`config.mk`:
```
export PLATFORM = sky130hd
export DESIGN_NAME = switch_conditioner
export DESIGN_NICKNAME = d
export VERILOG_FILES = /design/src/rtl/switch_pkg.sv /design/src/rtl/debounce_bit.sv /design/src/rtl/switch_conditioner.sv
export SDC_FILE = /design/constraint.sdc
export NUM_CORES = 1
export LEC_CHECK = 0
export CAP_MARGIN = 40
export CORE_UTILIZATION = 62
export DETAILED_ROUTE_END_ITERATION = 6
export PLACE_DENSITY_LB_ADDON = 0.3
export SYNTH_ARGS = -nofsm -noshare
export SYNTH_HDL_FRONTEND = slang
export SYNTH_HIERARCHICAL = 1
export SYNTH_SLANG_ARGS = --single-unit
```
`constraint.sdc`:
```
create_clock -name clk -period 2.7 [get_ports clk]
set_input_delay 0.27 -clock clk [delete_from_list [all_inputs] [get_ports clk]]
set_output_delay 0.27 -clock clk [all_outputs]
set_load 0.03 [all_outputs]
```
`src/rtl/switch_pkg.sv`:
```
// switch_pkg
//   Shared constants and types for the switch conditioning front end.
//   No ports; imported by debounce_bit and switch_conditioner.
//   Contents:
//     NUM_SW_DEF           default number of switch channels
//     CLK_HZ               system clock frequency
//     DEBOUNCE_CYCLES_10MS 10 ms debounce window expressed in CLK_HZ cycles
//     db_state_t           per-channel debounce state

package switch_pkg;

   localparam int unsigned NUM_SW_DEF           = 4;
   localparam int unsigned CLK_HZ               = 125_000_000;
   localparam int unsigned DEBOUNCE_CYCLES_10MS = CLK_HZ / 100;

   typedef enum logic {
      ST_STABLE   = 1'b0,
      ST_CHANGING = 1'b1
   } db_state_t;

endpackage : switch_pkg

```
`src/rtl/debounce_bit.sv`:
```
// debounce_bit
//   One switch channel: 2-flop synchronizer, debounce FSM with window counter,
//   and registered rise/fall pulses aligned with the level update.
//   Ports:
//     clk     in   system clock
//     reset   in   synchronous active-high reset
//     sw_raw  in   asynchronous raw switch level
//     level   out  debounced level
//     rise    out  one-cycle pulse when level goes 0->1
//     fall    out  one-cycle pulse when level goes 1->0
//
//   state       | meaning
//   ------------+------------------------------------------------------------
//   ST_STABLE   | synced input matches level, counter held at 0
//   ST_CHANGING | synced input differs from level, counter measures how long

module debounce_bit
   import switch_pkg::*;
#(
   parameter int unsigned DEBOUNCE_CYCLES = DEBOUNCE_CYCLES_10MS,
   parameter int unsigned CNT_W           = 24
) (
   input  logic clk,
   input  logic reset,
   input  logic sw_raw,
   output logic level,
   output logic rise,
   output logic fall
);

   localparam logic [CNT_W-1:0] CNT_TC  = CNT_W'(DEBOUNCE_CYCLES);
   localparam logic [CNT_W-1:0] CNT_ONE = CNT_W'(1);

   if (DEBOUNCE_CYCLES < 2) begin : g_chk_min
      $error("debounce_bit: DEBOUNCE_CYCLES must be at least 2");
   end
   if ((64'd1 << CNT_W) <= 64'(DEBOUNCE_CYCLES)) begin : g_chk_width
      $error("debounce_bit: CNT_W too narrow for DEBOUNCE_CYCLES");
   end

   logic [1:0]       sync_q;
   logic             sw_sync;
   db_state_t        state;
   logic [CNT_W-1:0] cnt;

   always_ff @(posedge clk) begin
      if (reset) begin
         sync_q <= 2'b00;
      end else begin
         sync_q <= {sync_q[0], sw_raw};
      end
   end

   assign sw_sync = sync_q[1];

   // The counter records how many consecutive edges the new value has been
   // seen; acceptance happens on the edge after it reaches the window length,
   // provided the input still differs, giving 2 + DEBOUNCE_CYCLES total latency.
   always_ff @(posedge clk) begin
      if (reset) begin
         state <= ST_STABLE;
         cnt   <= '0;
         level <= 1'b0;
         rise  <= 1'b0;
         fall  <= 1'b0;
      end else begin
         rise <= 1'b0;
         fall <= 1'b0;
         case (state)
            ST_STABLE: begin
               cnt <= '0;
               if (sw_sync != level) begin
                  state <= ST_CHANGING;
                  cnt   <= CNT_ONE;
               end
            end
            ST_CHANGING: begin
               if (sw_sync == level) begin
                  state <= ST_STABLE;
                  cnt   <= '0;
               end else if (cnt == CNT_TC) begin
                  level <= sw_sync;
                  rise  <= sw_sync;
                  fall  <= ~sw_sync;
                  cnt   <= '0;
                  state <= ST_STABLE;
               end else begin
                  cnt <= cnt + CNT_ONE;
               end
            end
            default: begin
               state <= ST_STABLE;
               cnt   <= '0;
            end
         endcase
      end
   end

endmodule : debounce_bit

```
`src/rtl/switch_conditioner.sv`:
```
// switch_conditioner
//   Input stage for the game: turns the raw board slide switches into
//   synchronized, debounced levels with single-cycle edge pulses, plus a settle
//   flag that rises once the first debounce window after reset has elapsed.
//   Optional feature macro: SWCOND_TOGGLE_EN adds a press-to-toggle output.
//   Ports:
//     clk        in   system clock
//     reset      in   synchronous active-high reset
//     sw_raw     in   [NUM_SW] asynchronous raw switch levels
//     sw_level   out  [NUM_SW] debounced levels
//     sw_rise    out  [NUM_SW] one-cycle pulse on level 0->1
//     sw_fall    out  [NUM_SW] one-cycle pulse on level 1->0
//     sw_valid   out  high once the first post-reset window has elapsed
//     sw_toggle  out  [NUM_SW] flips on each sw_rise (SWCOND_TOGGLE_EN only)

module switch_conditioner
   import switch_pkg::*;
#(
   parameter int unsigned NUM_SW          = NUM_SW_DEF,
   parameter int unsigned DEBOUNCE_CYCLES = DEBOUNCE_CYCLES_10MS,
   parameter int unsigned CNT_W           = 24
) (
   input  logic              clk,
   input  logic              reset,
   input  logic [NUM_SW-1:0] sw_raw,
   output logic [NUM_SW-1:0] sw_level,
   output logic [NUM_SW-1:0] sw_rise,
   output logic [NUM_SW-1:0] sw_fall,
`ifdef SWCOND_TOGGLE_EN
   output logic [NUM_SW-1:0] sw_toggle,
`endif
   output logic              sw_valid
);

   // One extra bit so the settle target (window + 2) never wraps even when
   // DEBOUNCE_CYCLES sits at the top of the counter range.
   localparam int unsigned          SETTLE_W   = CNT_W + 1;
   localparam logic [SETTLE_W-1:0]  SETTLE_TC  = SETTLE_W'(DEBOUNCE_CYCLES + 2);
   localparam logic [SETTLE_W-1:0]  SETTLE_ONE = SETTLE_W'(1);

   logic [SETTLE_W-1:0] settle_cnt;

   for (genvar i = 0; i < NUM_SW; i++) begin : g_ch
      debounce_bit #(
         .DEBOUNCE_CYCLES (DEBOUNCE_CYCLES),
         .CNT_W           (CNT_W)
      ) u_db (
         .clk    (clk),
         .reset  (reset),
         .sw_raw (sw_raw[i]),
         .level  (sw_level[i]),
         .rise   (sw_rise[i]),
         .fall   (sw_fall[i])
      );
   end

   // Counts DEBOUNCE_CYCLES+2 clocks after reset release; sw_valid rises on the
   // same edge a switch held high through reset first shows on sw_level.
   always_ff @(posedge clk) begin
      if (reset) begin
         settle_cnt <= '0;
         sw_valid   <= 1'b0;
      end else if (!sw_valid) begin
         if (settle_cnt == SETTLE_TC) begin
            sw_valid <= 1'b1;
         end else begin
            settle_cnt <= settle_cnt + SETTLE_ONE;
         end
      end
   end

`ifdef SWCOND_TOGGLE_EN
   always_ff @(posedge clk) begin
      if (reset) begin
         sw_toggle <= '0;
      end else begin
         sw_toggle <= sw_toggle ^ sw_rise;
      end
   end
`endif

endmodule : switch_conditioner

```
Figure 1. Cells by drive strength (run 1).
Scale: 4 px per um.
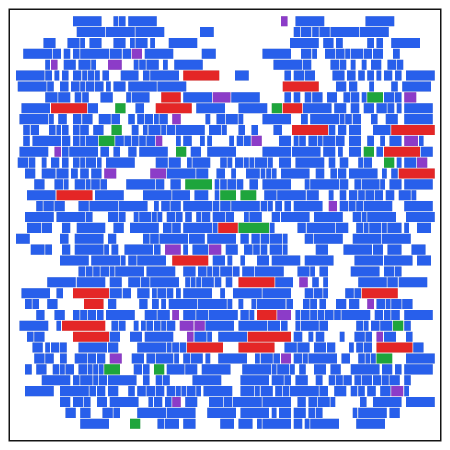
Key: purple = drive 2 [cells 29, share 3.5%]; red = drive 6 and up [cells 24, share 2.9%]; green = drive 3 to 4 [cells 17, share 2.1%]; blue = drive 1 or less [cells 759, share 92%]
worst-case setup margin in the final layout: 0.526 ns
layout-stage area growth over the synthesis result: 12.9%
fin area: 7790 um^2
Non-Clock Buffer Count: 26

Figure 2. Wires at chosen ports, followed through buffers (run 1).
Scale: 2 px per um.
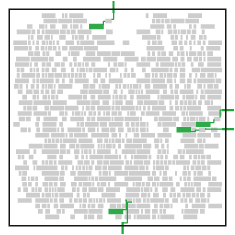
Key: green = sw_fall [direction output, edge 2 east, 1 south, 1 north, end cells 4, buffers 4, wire 54.1 um]
num ports: 19
Port Buffer Count: 18

Figure 3. Pin placement (run 1).
Scale: 4 px per um. Pins as bars across the die edge, other pins in grey.
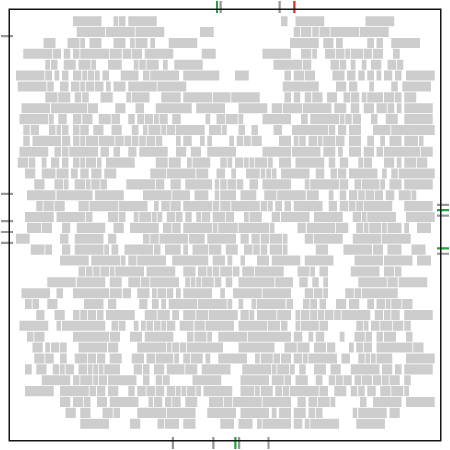
Key: red = sw_valid [pins 1, direction output, edge north]; green = sw_fall [pins 4, direction output, edge 2 east, 1 south, 1 north]
All pins by edge: 5 west, 5 east, 5 south, 4 north.

Figure 4. Cell outlines without signal wires (run 1).
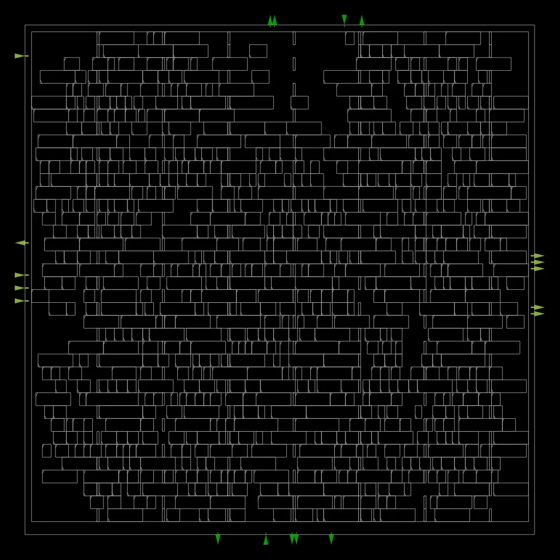
Well Taps: 140
Floorplan Core Area: 10800 um^2
number of standard-cell rows in the floorplan: 38

==> Implementation_results.wiki, run 1 <==
=== Physical design figures ===
{| class="wikitable"
! Metric !! Value
|-
| Total power density per cell area || 590 nW/um^2
|-
| DR iter-0 viols || 417
|-
| Setup Total Neg Slack || 0 ns
|-
| Max layer used || met4
|-
| Result of the run || completed
|-
| Simple Share, Synth || between 30% and 40%
|-
| Largest regs || g_ch.u_db/cnt x96, settle_cnt x25, g_ch.u_db/sync_q x8
|-
| Reported max-cap violation count || 0
|-
| Final worst clock skew || around 0.0047 ns
|-
| Setup repair after global routing missed its margin || false
|-
| Async set or reset register ratio after synthesis || 0%
|-
| Main synth FF type || dfxtp_1
|-
| Count of clock buffers in the final design || 21
|-
| Ranking of synthesized cells by instance count || dfxtp_1, nor2_1, a21oi_1, nand3_1, nand2_1
|-
| Slowest-stage cell, CP || or4_1
|-
| P_clk || about 2400 uW
|-
| Post-CTS Setup Inserts || 0
|-
| Number of register bits inferred by synthesis || about 150
|-
| Biggest area consumer among synthesized cells || dfxtp_1
|-
| Fraction of layout cells with a size suffix above 1 || about 8.4%
|}
==> run 1 -> run 2 <==
CORE_UTILIZATION = 56   (was 62)
clock period = 1.8 ns   (was 2.7 ns; I/O delays follow)
Figure 5. Cell outlines without signal wires (run 2).
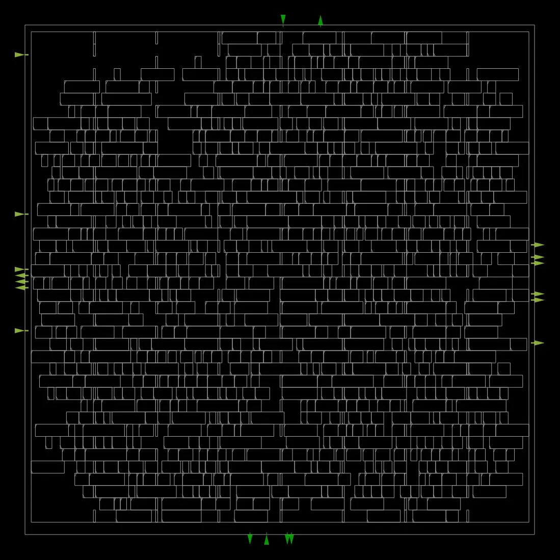
Floorplan Core Area: 12000 um^2
count of fill cells added during filler insertion: 862
Well Taps: 147
FFs & Latches: 146

==> run 2 against run 1 <==
Against the previous run: the flow now finishes with violations (setup timing); sequential power grew about 50%; first-iteration DRC count down 8.9%; fmax grew 12%; synthesized area did not move; die size grew 11%; flip-flop count stayed put; count of clock-buffer cells in the layout up 1; critical endpoint is now settle_cnt[20]$_SDFFE_PP0P_.
==> Implementation_results.wiki, run 2 <==
=== Physical design figures ===
{| class="wikitable"
! Metric !! Value
|-
| Result of the run || finished with violations
|-
| Violations in the final reports || setup timing
|-
| Fin area || a little under 9000 um^2
|-
| Worst-case setup margin in the final layout || -0.141 ns
|-
| Count of clock buffers in the final design || 22
|-
| Largest regs || g_ch.u_db/cnt x96, settle_cnt x25, g_ch.u_db/sync_q x8
|-
| Slowest-stage cell, CP || or4_1
|-
| Setup Total Neg Slack || -0.588 ns
|-
| Num ports || 19
|-
| Non-Clock Buffer Count || approximately 120
|-
| End of the worst register-to-register path || settle_cnt[20]$_SDFFE_PP0P_
|-
| Number of standard-cell rows in the floorplan || 40
|-
| Die W || between 100 and 150 um
|-
| Port Buffer Count || 18
|-
| Fraction of layout cells with a size suffix above 1 || about a quarter
|-
| Final antenna-violating net count || 0
|-
| Post-synthesis net count || ~820
|-
| Final worst clock skew || around 0.0058 ns
|-
| Total of endpoints with negative setup slack in the final report || 7
|-
| Largest cell class || multi-input combinational cells
|-
| Post-CTS Setup Inserts || 2
|-
| Share of total power in sequential cells || a little under half
|-
| Total power density per cell area || approximately 790 nW/um^2
|-
| Worst setup startpoint || settle_cnt[14]$_SDFFE_PP0P_
|-
| DR iter-0 viols || between 300 and 400
|-
| Biggest area consumer among synthesized cells || dfxtp_1
|-
| Reported max-cap violation count || 0
|-
| Setup repair after global routing missed its margin || true
|-
| P_clk || ~3600 uW
|-
| Kind of end point of the critical path || register
|-
| Main synth FF type || dfxtp_1
|-
| Worst min-delay path startpoint || reset
|-
| Ranking of synthesized cells by instance count || dfxtp_1, nor2_1, a21oi_1, nand3_1, nand2_1
|-
| Async set or reset register ratio after synthesis || 0%
|-
| Simple Share, Synth || between 30% and 40%
|}
==> run 2 -> run 3 <==
PLACE_DENSITY = 0.76   (was not set)
PLACE_DENSITY_LB_ADDON = not set   (was 0.3)
Figure 6. Cells by drive strength (run 3).
Scale: 4 px per um.
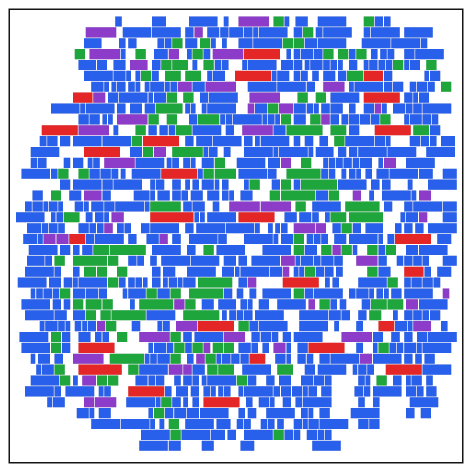
Key: blue = drive 1 or less [cells 699, share 76%]; green = drive 3 to 4 [cells 132, share 14%]; red = drive 6 and up [cells 25, share 2.7%]; purple = drive 2 [cells 61, share 6.7%]
worst-case setup margin in the final layout: -0.143 ns
layout-stage area growth over the synthesis result: 26.5%
Non-Clock Buffer Count: 114
fin area: 8730 um^2

==> run 3 against run 2 <==
Against the previous run: the run still ends with setup timing left; highest routed layer unchanged; cell area shrank 0.78%; hold slack lost 0.022 ns; clock power shrank 2%; via count grew 1.6%; register-to-register slack is essentially flat.
==> Implementation_results.wiki, run 3 <==
=== Physical design figures ===
{| class="wikitable"
! Metric !! Value
|-
| Simple Share, Synth || between 30% and 40%
|-
| Setup Total Neg Slack || -0.704 ns
|-
| Worst-case setup margin in the final layout || -0.143 ns
|-
| Well Taps || around 150
|-
| Max layer used || met4
|-
| Reported max-cap violation count || 0
|-
| Slowest-stage cell, CP || or4_1
|-
| Async set or reset register ratio after synthesis || 0%
|-
| Num ports || 19
|-
| Total power density per cell area || 782 nW/um^2
|-
| Number of register bits inferred by synthesis || approximately 150
|-
| Floorplan Core Area || 12000 um^2
|-
| Violations in the final reports || setup timing
|-
| Largest cell class || multi-input combinational cells
|-
| Final antenna-violating net count || 0
|-
| Post-CTS Setup Inserts || 2
|-
| Ranking of synthesized cells by instance count || dfxtp_1, nor2_1, a21oi_1, nand3_1, nand2_1
|-
| Result of the run || finished with violations
|-
| End of the worst register-to-register path || settle_cnt[20]$_SDFFE_PP0P_
|-
| Share of total power in sequential cells || a little under half
|-
| Setup repair after global routing missed its margin || true
|-
| Main synth FF type || dfxtp_1
|-
| Count of fill cells added during filler insertion || a little under 900
|-
| DR iter-0 viols || roughly 500
|-
| Total of endpoints with negative setup slack in the final report || 9
|-
| Die W || about 110 um
|-
| Largest regs || g_ch.u_db/cnt x96, settle_cnt x25, g_ch.u_db/sync_q x8
|-
| Post-synthesis net count || 816
|-
| Worst min-delay path startpoint || reset
|-
| Port Buffer Count || 18
|-
| Count of clock buffers in the final design || 22
|}

==> gallery <==
Signal wires by layer.
Scale: 4 px per um. Only two layers are drawn.
panel A
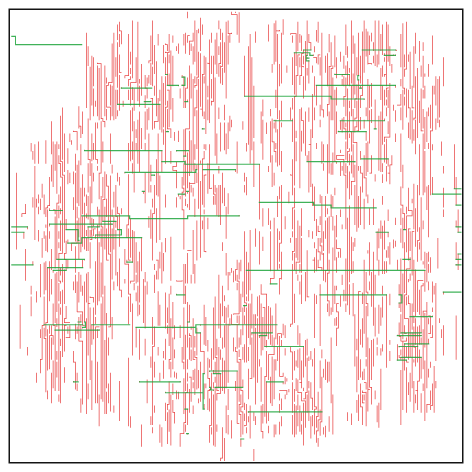
panel B
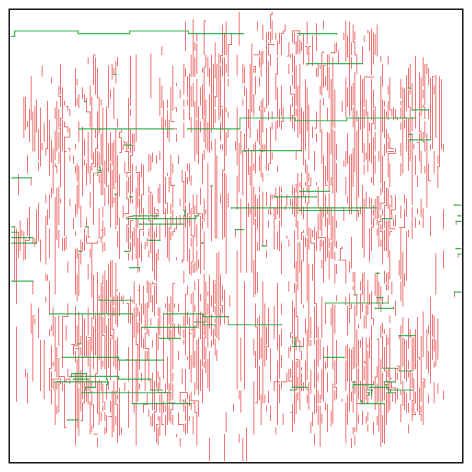
panel C
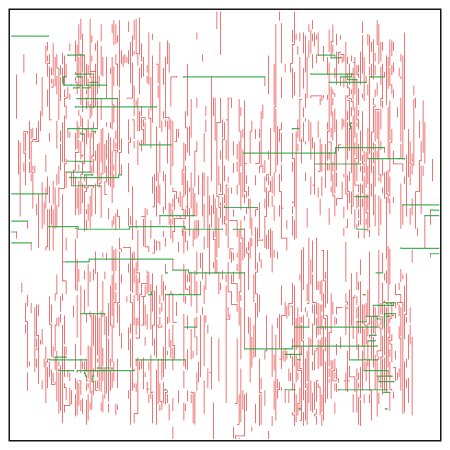
| from | picture |
|---|---|
| run 1 | panel C |
| run 3 | panel A |
| run 2 | panel B |

Power and IR drop assume default switching activity.
